Fig. 1: clock network drawn from the DEF
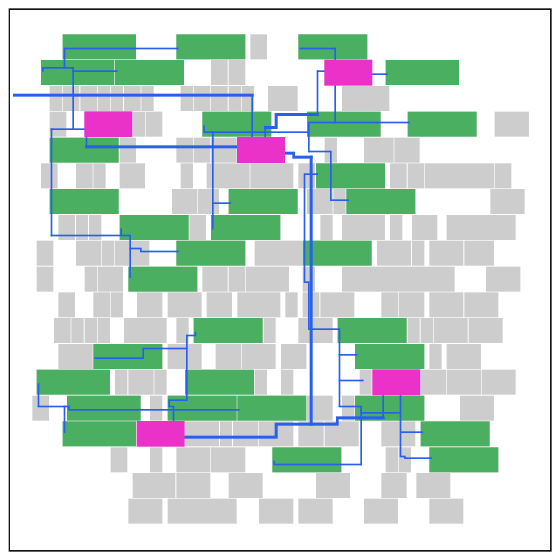
Fig. 2: drive-strength map
Bar = 20 µm.
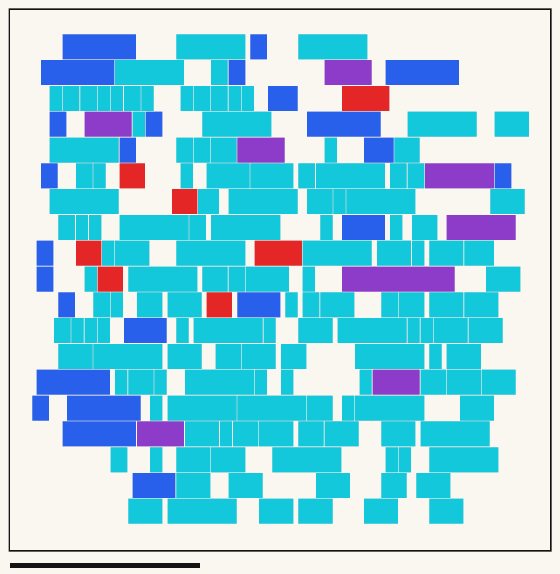
Fig. 3: placement view
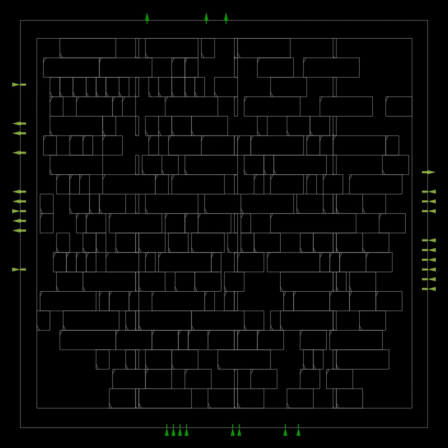
Fig. 4: where the registers sit
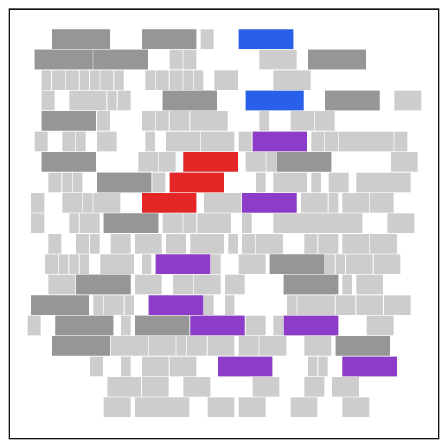
Fig. 5: wire density map
Bar = 20 µm. 11 x 11 tiles, from dark purple (low) to yellow (high), scaled to the fullest tile. Values are wire area over tile area, all layers added.
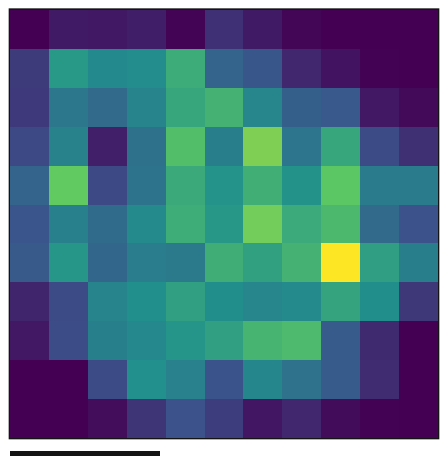
[config.mk]
export PLATFORM = sky130hd
export DESIGN_NAME = bit_serial_adder
export DESIGN_NICKNAME = d
export VERILOG_FILES = /design/src/rtl/bit_serial_adder.sv
export SDC_FILE = /design/constraint.sdc
export NUM_CORES = 1
export LEC_CHECK = 0
export CAP_MARGIN = 10
export CORE_MARGIN = 2
export CORE_UTILIZATION = 52
export CTS_BUF_LIST = sky130_fd_sc_hd__clkbuf_8
export CTS_CLUSTER_DIAMETER = 150
export DETAILED_ROUTE_END_ITERATION = 8
export PLACE_DENSITY = 0.81
export SYNTH_ARGS = -nofsm -noshare
export SYNTH_HDL_FRONTEND = slang
export SYNTH_SLANG_ARGS = --single-unit
[constraint.sdc]
create_clock -name clk -period 1.4 [get_ports clk]
set_clock_uncertainty 0.15 [all_clocks]
set_input_delay 0.42 -clock clk [delete_from_list [all_inputs] [get_ports clk]]
set_output_delay 0.42 -clock clk [all_outputs]
set_load 0.01 [all_outputs]
[src/rtl/bit_serial_adder.sv]
// bit_serial_adder: LSB-first serial A+B+cin through one full_adder cell, WIDTH clocks per result.
// Define BIT_SERIAL_ADDER_OVF_EN to add the signed-overflow output ovf.
module full_adder (
  input  logic A,
  input  logic B,
  input  logic C,
  output logic carry,
  output logic sum
);
  assign sum   = A ^ B ^ C;
  assign carry = (A & B) | (C & (A ^ B));
endmodule

module bit_serial_adder #(
  parameter int WIDTH = 8
) (
  input  logic             clk,
  input  logic             rst,
  input  logic             start,
  input  logic [WIDTH-1:0] a,
  input  logic [WIDTH-1:0] b,
  input  logic             cin,
  output logic             busy,
  output logic             done,
  output logic [WIDTH-1:0] sum,
`ifdef BIT_SERIAL_ADDER_OVF_EN
  output logic             ovf,
`endif
  output logic             cout
);
  localparam int CW = $clog2(WIDTH);
  typedef enum logic [1:0] {IDLE, RUN, DONE} state_t;
  state_t           r_state;
  logic [WIDTH-1:0] r_a, r_b, r_sum;
  logic [CW-1:0]    r_cnt;
  logic             r_carry, r_busy, r_done, r_cout;
  logic             w_c, w_s;
`ifdef BIT_SERIAL_ADDER_OVF_EN
  logic             r_ovf;
  assign ovf = r_ovf;
`endif
  full_adder u_fa (.A(r_a[0]), .B(r_b[0]), .C(r_carry), .carry(w_c), .sum(w_s));
  assign busy = r_busy;
  assign done = r_done;
  assign sum  = r_sum;
  assign cout = r_cout;
  always_ff @(posedge clk) begin
    if (rst) begin
      r_state <= IDLE;
      r_a     <= '0;
      r_b     <= '0;
      r_sum   <= '0;
      r_cnt   <= '0;
      r_carry <= 1'b0;
      r_busy  <= 1'b0;
      r_done  <= 1'b0;
      r_cout  <= 1'b0;
`ifdef BIT_SERIAL_ADDER_OVF_EN
      r_ovf   <= 1'b0;
`endif
    end else begin
      case (r_state)
        RUN: begin
          r_carry <= w_c;
          r_sum   <= {w_s, r_sum[WIDTH-1:1]};
          r_a     <= {1'b0, r_a[WIDTH-1:1]};
          r_b     <= {1'b0, r_b[WIDTH-1:1]};
          r_cnt   <= r_cnt + 1'b1;
          if (r_cnt == CW'(WIDTH - 1)) begin
            r_cout  <= w_c;
`ifdef BIT_SERIAL_ADDER_OVF_EN
            // r_carry is the carry into the MSB on this edge
            r_ovf   <= r_carry ^ w_c;
`endif
            r_busy  <= 1'b0;
            r_done  <= 1'b1;
            r_state <= DONE;
          end
        end
        default: begin
          r_done <= 1'b0;
          if (start) begin
            r_a     <= a;
            r_b     <= b;
            r_carry <= cin;
            r_cnt   <= '0;
            r_busy  <= 1'b1;
            r_state <= RUN;
          end else begin
            r_state <= IDLE;
          end
        end
      endcase
    end
  end
endmodule

==> flow_summary.ini <==
; implementation run metrics
[setup_path]
critPathLaunchType = input port
worstPathArrival_ns = 1.38
timing.rr.start = r_state[1]

[run_status]
status = finished clean

[logic_synthesis]
ys_top_cells_by_count = 33 x dfxtp_1, 19 x nand2_1, 17 x mux2i_1, 17 x nor2_1, 13 x a21oi_1
synth_cell_types = 23
top_cell_area_share_pct = 45.4

[timing]
final_hold_viol_count = 0
layout_min_cycle_time_ns = 1.37

[placed_design]
dp_hpwl_um = 1910

[clocking]
path_clk_slew_ns = 0.06
worstSkewPairLatency_ns = 0.29
root_buffer = clkbuf_8

[worst_hold_path]
holdPathStages = 2

[cells_and_area]
finish.net_count = 205
num-fill-cells = 232

[power]
leakage_nw = 0.783
seq_power_share_pct = 52.3

[drt]
first_pass_iters = 4
drc = 0
vias = 1157
## Picture notes: Fig. 1
[clock wires] blue | length: 389 µm
[cells driving clock nets] magenta | count: 5
[flip-flops] green | count: 33
flops lie: all over the die
Clock Power Share: 33.2%
Clk. pwr: 653 µW

## Picture notes: Fig. 2
| size | color | cells | most used |
|---|---|---|---|
| drive 1 or less | cyan | 143 | dfxtp_1 |
| drive 2 | blue | 24 | buf_2 |
| drive 3 to 4 | red | 7 | buf_4 |
| drive 6 and up | purple | 8 | clkbuf_8 |

## Picture notes: Fig. 3
flop share of the area: 36.6%
# Taps: 31
row count: 19

## Picture notes: Fig. 4
| signal | color | sequential cells |
|---|---|---|
| r_cnt | red | 3 |
| r_b | purple | 8 |
| r_state | blue | 2 |
not colored: 20
sequential power: 1.03 mW
register area: 669 µm²

## Picture notes: Fig. 5
tiles over half the peak: 25%
fullest tile: 0.49
nearly empty tiles: 13%
emptiest ninth of the die: upper right
wire length per cell: 15.4 µm
DRT Wirelength: 3290 µm

[per-stage QoR]
step | instance area, µm² | worst slack (ns) | power [mW] | cells
6_report | 1830 | 0.0300 | 1.97 | 213
5_1_grt | 1830 | 0.00243 | 2.05 | 213
4_1_cts | 1810 | 0.000128 | 1.96 | 211
3_5_place_dp | 1740 | -0.342 | 1.31 | 202
3_3_place_gp | 1740 | -0.321 | 1.30 | 202
2_1_floorplan | 1460 | 0.192 | 1.23 | 148
[layout by cell type, fill, tap and decap left out, drive strengths merged]
master         instances
nand2                 19
nor3                   4
dfxtp                 33
nand3                  1
o21ai                  2
nor2                  17
dlygate4sd2            1
nand3b                 3
and2b                  1
buf                   18
fa                     1
clkbuf                 5
inv                    5
a211oi                16
clkdlybuf4s50         18
bufbuf                 1
nand2b                 4
mux2i                 17
a21oi                 13
ha                     3
[metal layers]
| metal | track usage [%] | routed length [µm] | vias up |
|---|---|---|---|
| li1 | - | - | 574 |
| met1 | 25.3 | 1430 | 539 |
| met2 | 33.2 | 1560 | 38 |
| met3 | 8.29 | 213 | 6 |
| met4 | 8.64 | 80 | 0 |
| met5 | 0 | 0 | - |
[area by class of cell]
type	count	area, µm²	area share (%)
Tap cell	31	38.8	2.12
Clock inverter	3	11.3	0.616
Multi-Input combinational cell	101	677	37.1
Clock buffer	5	68.8	3.77
Timing Repair Buffer	38	354	19.4
Inverter	2	7.51	0.411
Sequential cell	33	669	36.6
[power by group through the flow]
stage          clock network [mW]  logic (mW)  registers (mW)
4_1_cts                     0.660       0.276            1.02
3_3_place_gp                    0       0.259            1.04
2_1_floorplan                   0       0.191            1.04
3_5_place_dp                    0       0.267            1.04
5_1_grt                     0.707       0.309            1.03
6_report                    0.653       0.285            1.03
[cell families after synthesis]
family / synth area share [%]
compound gates: 14.8
fa+ha+maj: 3.95
buf+inv: 9.79
flops: 45.4
mux: 11.7
simple gates: 14.4
[repair_timing]
| item | CTS | global route |
|---|---|---|
| setup endpoints to repair | 26 | 12 |
| gates resized | 50 | 4 |
| pin swaps | 0 | 0 |
| cloned | 1 | 2 |
[final timing paths]
check	slack, ns	end
worst max-delay path	0.03	r_b[2]
worst min-delay path	0.30	sum[0]
worst max register to register	0.06	r_b[2]
worst min register to register	0.30	sum[0]
[registers in the layout (all words and copies together), names as in the netlist]
| register | flops |
|---|---|
| r_b | 8 |
| r_state | 2 |
| r_carry | 1 |
| r_a | 8 |
| cout | 1 |
| sum | 8 |
| r_cnt | 3 |
| busy | 1 |
| done | 1 |
[critical path, cell delays in order]
cell and delay, ns:
clkdlybuf4s50_1 0.45, buf_12 0.19, a211oi_1 0.32
Power and IR drop assume default switching activity.
